==> run_1/met1.png <==
Supply wires on this layer in grey.
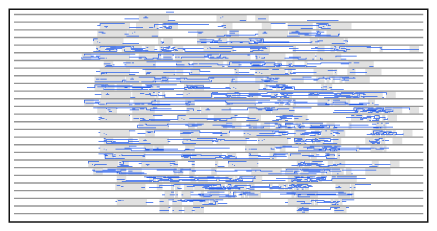
==> run_1/cell_classes.png <==
The bar under the picture is 50 um long.
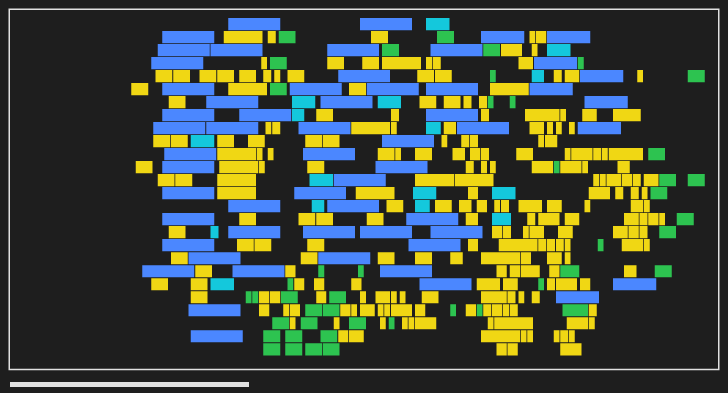
==> run_1/drive_strength.png <==
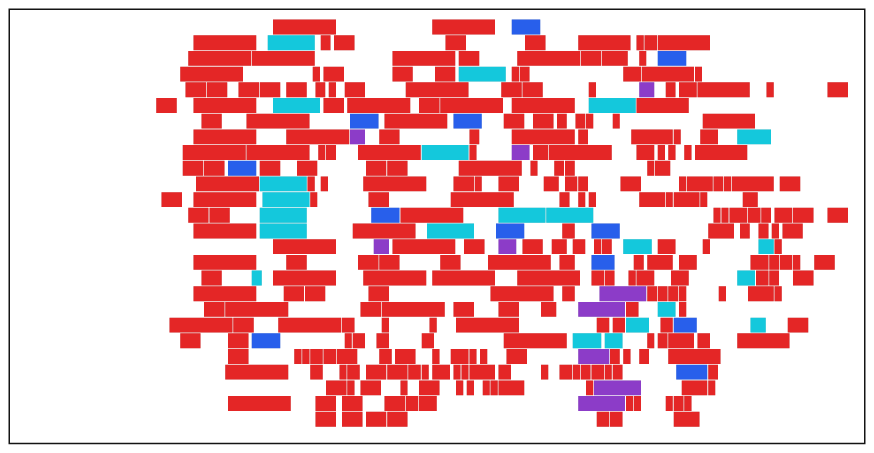
==> run_1/clock_map.png <==
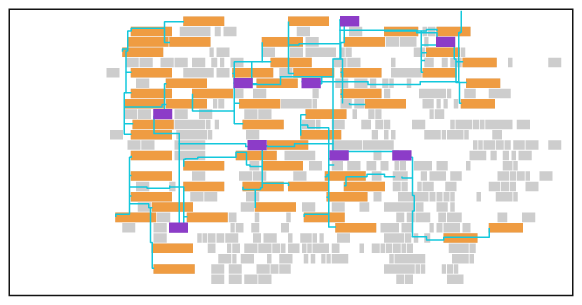
==> src/rtl/fl_retire_buf_if.sv <==
// -----------------------------------------------------------------------------
// fl_retire_buf_if
// Bundles the ROB-side retire slots and the free-list-side return port of the
// retire buffer.
//   rt0_en_i / rt0_preg_i   : retire slot 0 (older) valid and freed preg
//   rt1_en_i / rt1_preg_i   : retire slot 1 (younger) valid and freed preg
//   stall_o                 : fewer than two free entries, back to the ROB
//   retire_en_o / _preg_o   : one preg returned to the free list this cycle
//   cnt_o                   : current occupancy
//   ovf_o                   : sticky overflow flag
// Modports: master = ROB / free-list side (testbench), slave = fl_retire_buf.
// Also provides default values for `PRF_IDX_W and `ZERO_REG if the including
// build has not defined them.
// -----------------------------------------------------------------------------
`ifndef PRF_IDX_W
`define PRF_IDX_W 6
`endif
`ifndef ZERO_REG
`define ZERO_REG 31
`endif

interface fl_retire_buf_if #(
    parameter int DEPTH = 8
);
    logic                      rt0_en_i;
    logic [`PRF_IDX_W-1:0]     rt0_preg_i;
    logic                      rt1_en_i;
    logic [`PRF_IDX_W-1:0]     rt1_preg_i;
    logic                      stall_o;
    logic                      retire_en_o;
    logic [`PRF_IDX_W-1:0]     retire_preg_o;
    logic [$clog2(DEPTH):0]    cnt_o;
    logic                      ovf_o;

    modport master (
        output rt0_en_i, rt0_preg_i, rt1_en_i, rt1_preg_i,
        input  stall_o, retire_en_o, retire_preg_o, cnt_o, ovf_o
    );

    modport slave (
        input  rt0_en_i, rt0_preg_i, rt1_en_i, rt1_preg_i,
        output stall_o, retire_en_o, retire_preg_o, cnt_o, ovf_o
    );
endinterface

==> src/rtl/fl_retire_buf.sv <==
// -----------------------------------------------------------------------------
// fl_retire_buf
// Small FIFO between the two-wide ROB retire port and the one-wide free-list
// return port. Freed (told) pregs from up to two retiring instructions per
// cycle are enqueued in age order; one preg per cycle is handed back to the
// free list with no back-pressure. Slots carrying `ZERO_REG are discarded.
// Ports:
//   clk   : clock, rising edge
//   rst   : asynchronous active-high reset (clears pointers and ovf)
//   rb    : fl_retire_buf_if.slave (retire slots in, free-list return out,
//           stall/occupancy/overflow status)
// Optional feature macro: FL_RB_BYPASS_EN -- when defined and the buffer is
// empty, the first accepted slot is returned combinationally in the same cycle
// and only the remaining slot is enqueued.
// -----------------------------------------------------------------------------
`ifndef PRF_IDX_W
`define PRF_IDX_W 6
`endif
`ifndef ZERO_REG
`define ZERO_REG 31
`endif

module fl_retire_buf #(
    parameter int DEPTH = 8
) (
    input  logic               clk,
    input  logic               rst,
    fl_retire_buf_if.slave     rb
);
    localparam int AW = $clog2(DEPTH);
    localparam int CW = AW + 1;
    localparam int PW = `PRF_IDX_W;
    localparam logic [PW-1:0] ZREG    = PW'(`ZERO_REG);
    localparam logic [CW-1:0] DEPTH_C = CW'(DEPTH);

    // Entry storage carries no reset; validity comes from the pointers.
    logic [PW-1:0] mem_q [DEPTH];

    // Pointers: MSB is the wrap bit, low AW bits index the storage.
    logic [AW:0]   head_q, head_d;
    logic [AW:0]   tail_q, tail_d;
    logic          ovf_q, ovf_d;

    logic [CW-1:0] cnt;
    logic          empty, full;
    logic          acc0, acc1;
    logic          drain, byp;
    logic [PW-1:0] byp_preg;
    logic [PW-1:0] enq0_preg, enq1_preg;
    logic [1:0]    n_enq, n_store;
    logic [CW-1:0] free_after;
    logic          we0, we1;
    logic [AW-1:0] waddr0, waddr1;

    assign cnt   = tail_q - head_q;
    assign empty = (head_q == tail_q);
    assign full  = (head_q[AW-1:0] == tail_q[AW-1:0]) && (head_q[AW] != tail_q[AW]);

    always_comb begin
        acc0       = 1'b0;
        acc1       = 1'b0;
        drain      = 1'b0;
        byp        = 1'b0;
        byp_preg   = ZREG;
        enq0_preg  = ZREG;
        enq1_preg  = ZREG;
        n_enq      = 2'd0;
        n_store    = 2'd0;
        free_after = '0;
        ovf_d      = ovf_q;
        head_d     = head_q;
        tail_d     = tail_q;
        we0        = 1'b0;
        we1        = 1'b0;
        waddr0     = tail_q[AW-1:0];
        waddr1     = tail_q[AW-1:0] + AW'(1);

        // Gating with rst keeps the bypass path quiet while reset is held.
        acc0  = !rst && rb.rt0_en_i && (rb.rt0_preg_i != ZREG);
        acc1  = !rst && rb.rt1_en_i && (rb.rt1_preg_i != ZREG);
        drain = !empty;

`ifdef FL_RB_BYPASS_EN
        if (empty && (acc0 || acc1)) begin
            byp      = 1'b1;
            byp_preg = acc0 ? rb.rt0_preg_i : rb.rt1_preg_i;
        end
`endif

        // Compact the surviving slots so the oldest always lands at the tail.
        if (byp) begin
            n_enq     = {1'b0, acc0 && acc1};
            enq0_preg = rb.rt1_preg_i;
        end else if (acc0 && acc1) begin
            n_enq     = 2'd2;
            enq0_preg = rb.rt0_preg_i;
            enq1_preg = rb.rt1_preg_i;
        end else if (acc0 || acc1) begin
            n_enq     = 2'd1;
            enq0_preg = acc0 ? rb.rt0_preg_i : rb.rt1_preg_i;
        end

        // Space freed by this cycle's drain is reusable in the same edge.
        free_after = DEPTH_C - cnt + {{(CW-1){1'b0}}, drain};
        if ({{(CW-2){1'b0}}, n_enq} > free_after) begin
            n_store = free_after[1:0];
            ovf_d   = 1'b1;
        end else begin
            n_store = n_enq;
        end

        we0    = (n_store != 2'd0);
        we1    = (n_store == 2'd2);
        head_d = head_q + {{AW{1'b0}}, drain};
        tail_d = tail_q + {{(AW-1){1'b0}}, n_store};
    end

    always_ff @(posedge clk or posedge rst) begin
        if (rst) begin
            head_q <= '0;
            tail_q <= '0;
            ovf_q  <= 1'b0;
        end else begin
            head_q <= head_d;
            tail_q <= tail_d;
            ovf_q  <= ovf_d;
        end
    end

    always_ff @(posedge clk) begin
        if (we0) mem_q[waddr0] <= enq0_preg;
        if (we1) mem_q[waddr1] <= enq1_preg;
    end

    assign rb.retire_en_o   = drain || byp;
    assign rb.retire_preg_o = drain ? mem_q[head_q[AW-1:0]] : (byp ? byp_preg : ZREG);
    assign rb.cnt_o         = cnt;
    assign rb.ovf_o         = ovf_q;
    // (DEPTH - cnt) < 2 is exactly "full or one slot left".
    assign rb.stall_o       = full || (cnt == DEPTH_C - CW'(1));

endmodule

==> src/flat_wrapper.sv <==
// flat-port wrapper written by rule: the top's interface ports become plain ports
module fl_retire_buf_flat 
#(
    parameter int DEPTH = 8
)
  (clk, rst, rb_rt0_en_i, rb_rt0_preg_i, rb_rt1_en_i, rb_rt1_preg_i, rb_stall_o, rb_retire_en_o, rb_retire_preg_o, rb_cnt_o, rb_ovf_o);
  fl_retire_buf_if #(.DEPTH(DEPTH)) rb_i ();
  input  logic clk;
  input  logic rst;
  input wire logic [$bits(rb_i.rt0_en_i)-1:0] rb_rt0_en_i;
  input wire logic [$bits(rb_i.rt0_preg_i)-1:0] rb_rt0_preg_i;
  input wire logic [$bits(rb_i.rt1_en_i)-1:0] rb_rt1_en_i;
  input wire logic [$bits(rb_i.rt1_preg_i)-1:0] rb_rt1_preg_i;
  output wire logic [$bits(rb_i.stall_o)-1:0] rb_stall_o;
  output wire logic [$bits(rb_i.retire_en_o)-1:0] rb_retire_en_o;
  output wire logic [$bits(rb_i.retire_preg_o)-1:0] rb_retire_preg_o;
  output wire logic [$bits(rb_i.cnt_o)-1:0] rb_cnt_o;
  output wire logic [$bits(rb_i.ovf_o)-1:0] rb_ovf_o;
  assign rb_i.rt0_en_i = rb_rt0_en_i;
  assign rb_i.rt0_preg_i = rb_rt0_preg_i;
  assign rb_i.rt1_en_i = rb_rt1_en_i;
  assign rb_i.rt1_preg_i = rb_rt1_preg_i;
  assign rb_stall_o = rb_i.stall_o;
  assign rb_retire_en_o = rb_i.retire_en_o;
  assign rb_retire_preg_o = rb_i.retire_preg_o;
  assign rb_cnt_o = rb_i.cnt_o;
  assign rb_ovf_o = rb_i.ovf_o;
  fl_retire_buf #(.DEPTH(DEPTH)) u_core (.clk(clk), .rst(rst), .rb(rb_i));
endmodule
==> config.mk <==
export PLATFORM = sky130hd
export DESIGN_NAME = fl_retire_buf_flat
export DESIGN_NICKNAME = d
export VERILOG_FILES = /design/src/rtl/fl_retire_buf_if.sv /design/src/rtl/fl_retire_buf.sv /design/src/flat_wrapper.sv
export SDC_FILE = /design/constraint.sdc
export NUM_CORES = 1
export LEC_CHECK = 0
export ABC_AREA = 0
export CORE_ASPECT_RATIO = 0.5
export CORE_UTILIZATION = 34
export CTS_BUF_LIST = sky130_fd_sc_hd__clkbuf_2 sky130_fd_sc_hd__clkbuf_4 sky130_fd_sc_hd__clkbuf_8
export CTS_CLUSTER_DIAMETER = 100
export DETAILED_ROUTE_END_ITERATION = 16
export GPL_TIMING_DRIVEN = 0
export PLACE_DENSITY_LB_ADDON = 0.25
export SYNTH_ARGS = -nofsm -noshare
export SYNTH_HDL_FRONTEND = slang
export SYNTH_SLANG_ARGS = --single-unit
==> constraint.sdc <==
create_clock -name clk -period 7.26 [get_ports clk]
set_input_delay 1.452 -clock clk [delete_from_list [all_inputs] [get_ports clk]]
set_output_delay 1.452 -clock clk [all_outputs]
set_load 0.05 [all_outputs]
==> results.txt, run 1 <==
yosys + openroad results -> Die Wd=148 um, status=finished clean, hold wc startpoint=u_core.rb.ovf_o, Synth Instances=300, fin crit period=5.89 ns, post-synthesis async set-or-reset flop share=15.8%, initial antenna violation count=0, Post-CTS Setup Inserts=0, Site Rows=26, setup ws final=~1.4 ns, first-pass GRT wire length=13400 um, die area=between 0.01 and 0.015 mm^2, vias in the first global route=roughly 2400, H-Tree Depth=3, I/O pins=29, syn_area_per_cell=approximately 12 um^2, crit path cell chain=clkdlybuf4s50_1 -> inv_1 -> o311ai_0 -> ha_1 -> inv_1 -> ha_1 -> nand2_1 -> o21ai_0 -> nor4_1 -> or2_1 -> buf_6 -> buf_8 -> mux2_4 -> o21ai_0, DR vias/cell=between 5 and 6, pin count of the biggest net entering global routing=13, max_slew headroom=approximately a fifth, Final Setup Violations=0, Hold Path Class=reg -> reg, Worst Path Arrival=a little under 6 ns, slew of the pin with the lowest slew margin=between 1 and 1.5 ns, Max FO, Critical Path=11, root buffer cell=clkbuf_8, Buf/Inv on CP=5, Top cell area share=39.7%, Post-DP HPWL=about 6500 um, Max-Cap Viols=0, Diodes inserted=0, setup TNS=0 ns, NumNets Final=369, Synth area leader=edfxtp_1, CTS-repair resized insts=0, CP max stage delay=0.95 ns, Post-Syn Area=about 0.0036 mm^2, post-route ant nets=0, CP Data Required Time=7.23 ns, post-synth cell types=48, floorplan utilization=35.3%, Slew Limit Fails=0, CTS Buffer Depth=2, routed length per instance=17.7 um, RSZ-0062 raised after global routing=false, reg-to-reg slack, setup=1.39 ns, PortBufs=28, Post-synth EDFFs=between 40 and 50, CTS tree=built, die span in y=between 70 and 80 um, GRT Residual Overflow=0, Crit Path Class=in -> reg, worst r2r path cells=16, synthesis area per yosys=0.00363 mm^2, Pre-antenna DRT Iters=4, biggest area cells=edfxtp_1, mux2i_1, mux4_2
About met1.png:
nets with wire on the layer: 350
share of all routed wire: 46%
main direction: horizontal
longest straight run: 37.7 um
via count: 2476
Detailed Route WL: 8570 um

About cell_classes.png:
[clock drivers and dummy loads] cyan | cells: 16 | share of their area: 4.4%
[all other logic] yellow | cells: 226 | share of their area: 46%
[other buffers and delay cells] green | cells: 45 | share of their area: 8.9%
[flip-flops] blue | cells: 57 | share of their area: 41%

About drive_strength.png:
[drive 3 to 4] purple | cells: 10 | share: 2.9%
[drive 1 or less] red | cells: 300 | share: 87%
[drive 6 and up] blue | cells: 12 | share: 3.5%
[drive 2] cyan | cells: 22 | share: 6.4%

About clock_map.png:
[flip-flops] orange | count: 57
[clock wires] cyan | length: 780 um
[cells driving clock nets] purple | count: 9
routed clock nets: 10

[run 1: registers in the layout (all words and copies together), names as in the netlist]
signal,count
u_core.head_q,4
u_core.mem_q,48
u_core.rb.ovf_o,1
u_core.tail_q,4
[run 1: per-layer routing]
metal  track usage (%)  routed length, um  vias to the layer above
met2              27.6               4130                       48
met3              4.30                463                       10
met4              3.09                 73                        0
li1                  -                  -                     1208
met5                 0                  0                        -
met1              22.0               3910                     1210
[run 1: cells in the final DEF (no fill, tap or decap), types with 4 or more instances in the layout]
| cell | count |
|---|---|
| mux2i_1 | 49 |
| edfxtp_1 | 48 |
| clkdlybuf4s50_1 | 28 |
| nand2_1 | 22 |
| nand3_1 | 21 |
| inv_1 | 17 |
| nor2_1 | 13 |
| mux4_2 | 12 |
| ha_1 | 12 |
| clkbuf_8 | 9 |
| dfrtp_1 | 9 |
| nor2b_1 | 8 |
| clkbuf_1 | 8 |
| or3_1 | 8 |
| buf_1 | 7 |
| xnor2_1 | 5 |
| o21ai_0 | 5 |
| o22ai_1 | 5 |
| o21bai_1 | 5 |
| mux2i_4 | 4 |
[run 1: layout make-up]
| type | count | area, um^2 |
|---|---|---|
| Clock buffer | 9 | 124 |
| Inverter | 18 | 67.6 |
| Timing Repair Buffer | 28 | 280 |
| Buffer | 17 | 82.6 |
| Sequential cell | 57 | 1670 |
| Tap cell | 140 | 175 |
| Fill cell | 988 | 6020 |
| Clock inverter | 7 | 56.3 |
| Multi-Input combinational cell | 208 | 1810 |
[run 1: worst max path at each step]
stage / startpoint / end / slack, ns / depth (start not counted)
2_1_floorplan: u_core.head_q[1] / rb_stall_o / 2.21 / 5
3_3_place_gp: rst / u_core.mem_q[7][4] / 0.89 / 14
3_5_place_dp: rst / u_core.mem_q[7][4] / 0.89 / 14
4_1_cts: rst / u_core.mem_q[7][1] / 1.25 / 14
5_1_grt: rst / u_core.mem_q[7][0] / 0.95 / 14
6_report: rst / u_core.mem_q[7][1] / 1.37 / 14
[run 1: synthesized netlist by cell type, types with 7 or more instances]
cell	count
mux2i_1	49
edfxtp_1	48
nand2_1	22
nand3_1	21
inv_1	17
nor2_1	13
ha_1	12
mux4_2	12
dfrtp_1	9
clkbuf_1	8
nor2b_1	8
or3_1	8
buf_1	7
[run 1: cell families after synthesis]
| family | synth area share (%) |
|---|---|
| flops | 45.9 |
| other cells | 0.103 |
| buf+inv | 4.14 |
| compound gates | 5.62 |
| simple gates | 11.9 |
| fa+ha+maj | 5.24 |
| xor+xnor | 2.14 |
| mux | 24.9 |
--- run 2 (diff from run 1) ---
==> constraint.sdc (replaced) <==
create_clock -name clk -period 5.18 [get_ports clk]
set_input_delay 1.036 -clock clk [delete_from_list [all_inputs] [get_ports clk]]
set_output_delay 1.036 -clock clk [all_outputs]
set_load 0.05 [all_outputs]
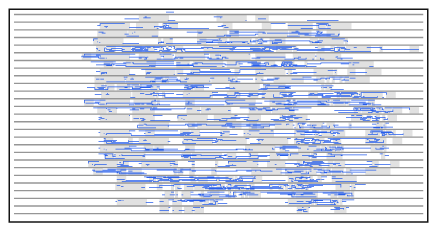
(run_2/met1.png)
Supply wires on this layer in grey.
wire length on this layer: 3900 um
nets with wire on the layer: 348
longest straight run: 31.5 um
met1 GRT Util: 21.7%
Detailed Route WL: 8680 um
via count: 2497

==> run 2 against run 1 <==
  * Sequential share of layout area fell by 1.0 points
  * Register-to-register slack got worse by 1.0 ns
  * Hold slack got worse by 0.00079 ns
  * Critical path depth rose by 3
  * Final area rose by 2.7%
  * Routed wire length rose by 1.2%
  * Flip-flop count did not move
  * Largest cell class unchanged
  * Highest routed layer unchanged
==> results.txt, run 2 <==
yosys + openroad results -> setup TNS=0 ns, Post-synth top cells=mux2i_1, edfxtp_1, nand2_1, nand3_1, inv_1, vias in the first global route=around 2500, root buffer cell=clkbuf_8, Pre-antenna DRT Iters=5, area grow syn2layout=20.7%, Most flops, register=u_core.mem_q, CTS tree=built, syn_area_per_cell=12.1 um^2, die area=0.0111 mm^2, initial antenna violation count=0, Die Wd=between 100 and 150 um, Synth area leader=edfxtp_1, Top cell area share=around two fifths, Top Layout Cells=mux2i_1, edfxtp_1, clkdlybuf4s50_1, register area=~0.0017 mm^2, Post-Syn Area=between 0.003 and 0.004 mm^2, Max FO, Critical Path=10, RSZ-0062 raised after global routing=false, hold wc startpoint=u_core.rb.ovf_o, Site Rows=26, filler cell count=969, status=finished clean, first-pass GRT wire length=13400 um, Synth Instances=300, synthesis area per yosys=0.00363 mm^2, gr usage total=between 10% and 20%, crit path cell chain=clkbuf_1 -> inv_1 -> ha_1 -> inv_1 -> fa_1 -> inv_1 -> ha_1 -> inv_1 -> ha_1 -> nor2b_1 -> o21ai_1 -> nor4_2 -> or2_1 -> buf_6 -> buf_8 -> mux2_4 -> o21bai_2, CTS Buffer Depth=2, fin crit period=4.83 ns, post-route ant nets=0, Largest register FFs=48, most common cell in the netlist=mux2i_1, DR vias/cell=5.16, Tool Warnings=27, Worst Path Arrival=4.85 ns, Max-Cap Viols=0, PortBufs=28, GRT Residual Overflow=0, floorplan utilization=between 30% and 40%, Post-DP HPWL=6550 um, Hold Path Class=reg -> reg, Regs by FF count=u_core.mem_q x48, u_core.head_q x4, u_core.tail_q x4, CP Launch Point=u_core.tail_q[0], Final Setup Violations=0, die span in y=75.0 um, slew of the pin with the lowest slew margin=0.824 ns, worst r2r path cells=17, H-Tree Depth=3, NumNets Final=369, most instantiated logic cell after routing=mux2i_1, I/O pins=29, post-synth cell types=48, max_slew headroom=45.0%, Slew Limit Fails=0, Diodes inserted=0, CP max stage delay=0.53 ns, Crit Path Class=reg -> reg, Post-synth EDFFs=48, reg-to-reg slack, setup=0.35 ns, CP Data Required Time=5.20 ns, pin count of the biggest net entering global routing=13, biggest area cells=edfxtp_1, mux2i_1, mux4_2, post-synthesis async set-or-reset flop share=15.8%
run 2: cell counts after synthesis:
Identical to the previous run, type by type.
run 2: what timing repair did:
action	in CTS	in global routing
cloned	0	0
pin swaps	0	1
endpoints found under the hold margin	0	0
buffers inserted	0	1
endpoints found under the setup margin	55	68
gates resized	16	8
run 2: worst paths after layout:
check	to
max in group asynchronous	u_core.head_q[1]
min reg2reg	u_core.rb.ovf_o
max	u_core.mem_q[1][0]
min in group asynchronous	u_core.rb.ovf_o
min	u_core.rb.ovf_o
max reg2reg	u_core.mem_q[1][0]
run 2: area by class of cell:
type / count / share of cell area [%]
buffer: 16 / 1.83
tap: 140 / 4.00
inverter: 18 / 1.54
multi-input combinational: 208 / 43.9
sequential: 57 / 38.1
clock buffer: 9 / 2.83
timing repair buffer: 29 / 6.57
clock inverter: 7 / 1.29
run 2: metrics by stage:
stage,hold WS (ns),setup WS (ns),std cells
finish,0.472,0.345,484
global route,0.492,0.0534,484
CTS,0.480,0.0231,484
detailed placement,0.460,-0.779,468
global placement,0.463,-0.777,468
floorplan,0.497,0.135,300
run 2: worst max-delay path: cells and delay by family (launching register included):
kind            cells  cell delay (ns)
mux                 1             0.42
buf+inv             7             1.01
fa+ha+maj           4             1.49
simple gates        3             0.65
compound gates      2             0.48
flops               1             0.41
run 2: cell families (layout without fill, tap and decap cells):
family,count (synthesis),in the layout,share of synthesized area [%]
and+or+nand+nor,87,87,11.9
muxes,69,69,24.9
DFF,57,57,45.9
buffers and inverters,35,79,4.14
AOI/OAI and AO/OA,29,29,5.62
adders and majority gates,14,14,5.24
xor gates and xnor gates,8,8,2.14
other,1,1,0.103
run 2: metal layers:
layer	vias to the layer above	global-route usage, %	share of wire, %
li1	1207	-	-
met1	1221	21.7	45
met2	60	27.4	49
met3	9	4.48	5.4
met4	0	3.78	0.86
met5	-	0	0
==> run_2/clock_map.png <==
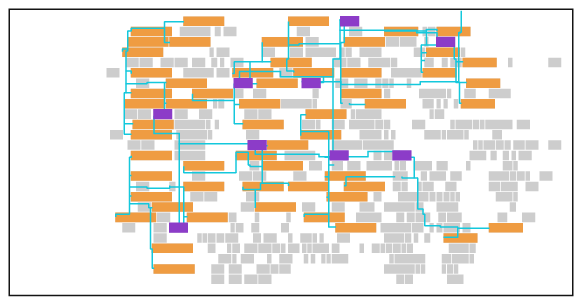

--- run 3 (diff from run 2) ---
--- a/config.mk
+++ b/config.mk
@@ -11,7 +11,6 @@
 export CTS_BUF_LIST = sky130_fd_sc_hd__clkbuf_2 sky130_fd_sc_hd__clkbuf_4 sky130_fd_sc_hd__clkbuf_8
 export CTS_CLUSTER_DIAMETER = 100
 export DETAILED_ROUTE_END_ITERATION = 16
-export GPL_TIMING_DRIVEN = 0
 export PLACE_DENSITY_LB_ADDON = 0.25
 export SYNTH_ARGS = -nofsm -noshare
 export SYNTH_HDL_FRONTEND = slang
==> constraint.sdc (replaced) <==
create_clock -name clk -period 4.43 [get_ports clk]
set_input_delay 0.886 -clock clk [delete_from_list [all_inputs] [get_ports clk]]
set_output_delay 0.886 -clock clk [all_outputs]
set_load 0.05 [all_outputs]
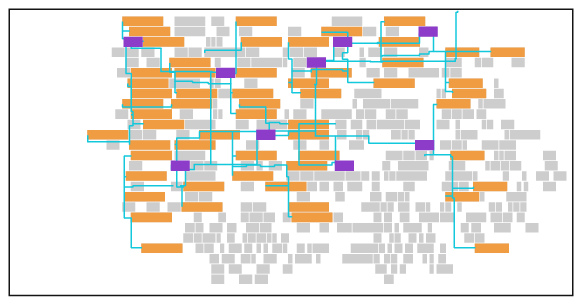
(run_3/clock_map.png)
[cells driving clock nets] purple | count: 9
[clock wires] cyan | length: 789 um
[flip-flops] orange | count: 57
routed clock nets: 10

==> run 3 against run 2 <==
  * Cell count up 4.1%
  * Area after synthesis is the same
  * Critical path depth shrank 2
  * Global-route usage increased by 0.77 points
  * Critical path type is now in -> reg
  * Highest routed layer unchanged
==> results.txt, run 3 <==
yosys + openroad results -> status=finished clean, Fin Hold WS=roughly 0.48 ns, GRT Residual Overflow=0, Post-synth EDFFs=48, Post-DP HPWL=6690 um, syn_area_per_cell=12.1 um^2, max_slew headroom=a little under three fifths, fin crit period=4.13 ns, post-synth cell types=between 40 and 50, root buffer cell=clkbuf_8, NumNets Final=389, routed length per instance=17.5 um, first-pass GRT wire length=~14000 um, area grow syn2layout=26.5%, vias in the first global route=around 2700, I/O pins=29, Worst Path Arrival=4.39 ns, slew of the pin with the lowest slew margin=0.657 ns, Hold Path Class=reg -> reg, Synth Instances=300, biggest area cells=edfxtp_1, mux2i_1, mux4_2, Top cell area share=between 30% and 40%, synthesis area per yosys=0.00363 mm^2, gr usage total=17.2%, die area=0.0111 mm^2, Post-Syn Area=0.00363 mm^2, post-route ant nets=0, routability-driven placement congestion ratio=0.842, filler cell count=972, RSZ-0062 raised after global routing=false, Crit Path Class=in -> reg, Largest register FFs=48, Max FO, Critical Path=7, H-Tree Depth=3, Most flops, register=u_core.mem_q, Diodes inserted=0, Site Rows=26, floorplan utilization=about a third, DR vias/cell=~5.2, Slew Limit Fails=0, Synth area leader=edfxtp_1, Regs by FF count=u_core.mem_q x48, u_core.head_q x4, u_core.tail_q x4, CTS tree=built, Detailed Route WL=8820 um, Max-Cap Viols=0, pin count of the biggest net entering global routing=15, initial antenna violation count=0, Top Layout Cells=mux2i_1, edfxtp_1, buf_4, Tool Warnings=27, most instantiated logic cell after routing=mux2i_1, Final Setup Violations=0, Die Wd=148 um, Post-synth top cells=mux2i_1, edfxtp_1, nand2_1, nand3_1, inv_1, layout cell share with drive strength beyond 1=approximately a quarter, Pre-antenna DRT Iters=5, CTS Buffer Depth=2, PortBufs=28, via count=around 2600, die span in y=75.0 um, Final Hold Fails=0
-- run 3: path summary, 6_finish.rpt --
kind | end | slack, ns | start | cells after the start
min in group asynchronous | u_core.head_q[0] | 0.97 | rst | 3
min reg2reg | u_core.rb.ovf_o | 0.48 | u_core.rb.ovf_o | 1
max reg2reg | u_core.tail_q[3] | 0.32 | u_core.tail_q[0] | 17
min | u_core.rb.ovf_o | 0.48 | u_core.rb.ovf_o | 1
max | u_core.tail_q[3] | 0.30 | rb_rt0_preg_i[5] | 15
max in group asynchronous | u_core.head_q[2] | 3.32 | rst | 3
-- run 3: cell families (layout without fill, tap and decap cells) --
| group | after synthesis | in the layout | share of synthesized area (%) |
|---|---|---|---|
| AOI/OAI and AO/OA | 29 | 29 | 5.62 |
| xor gates and xnor gates | 8 | 8 | 2.14 |
| adders and majority gates | 14 | 14 | 5.24 |
| buffers and inverters | 35 | 99 | 4.14 |
| DFF | 57 | 57 | 45.9 |
| muxes | 69 | 69 | 24.9 |
| other | 1 | 1 | 0.103 |
| and+or+nand+nor | 87 | 87 | 11.9 |
-- run 3: repair_timing --
action	CTS	global route
resized	0	1
buffers inserted	0	0
setup endpoints to repair	0	12
hold buffers	0	0
-- run 3: cell type report --
class                   count  area (um^2)  share of cell area, %
repair buffers             65          621                   13.5
multi-input cells         208         1860                   40.5
flip-flops and latches     57         1670                   36.3
clock buffers               9          124                   2.70
well taps                 140          175                   3.82
inverters                  18         67.6                   1.47
clock inverters             7         77.6                   1.69
-- run 3: per-layer routing --
layer	global-route usage (%)	vias to the layer above	wire length, um	share of wire [%]
met1	21.4	1313	3910	44
met2	29.6	66	4310	49
met5	0	-	0	0
li1	-	1244	-	-
met4	5.96	0	85	0.96
met3	4.61	10	507	5.7
-- run 3: through the flow --
step	setup slack, ns	cell area, um^2	instances	TNS, ns	util [%]
after floorplan	0.0117	3670	300	0	-
after global placement	0.0715	4390	488	0	42.7
after detailed placement	-0.0424	4390	488	-0.297	42.7
after CTS	0.244	4590	504	0	44.6
after global routing	0.00771	4590	504	0	44.6
final	0.302	4590	504	0	44.6
-- run 3: critical path, stage by stage --
cell and delay [ns]:
clkdlybuf4s50_1 0.41, nand2b_1 0.15, o311ai_1 0.47, inv_1 0.11, ha_1 0.25, ha_1 0.30
nor2b_1 0.13, o21ai_1 0.11, nor4_2 0.21, or2_1 0.32, mux2_2 0.39, ha_1 0.28
a21o_1 0.17, nand2_1 0.07, xnor2_1 0.12
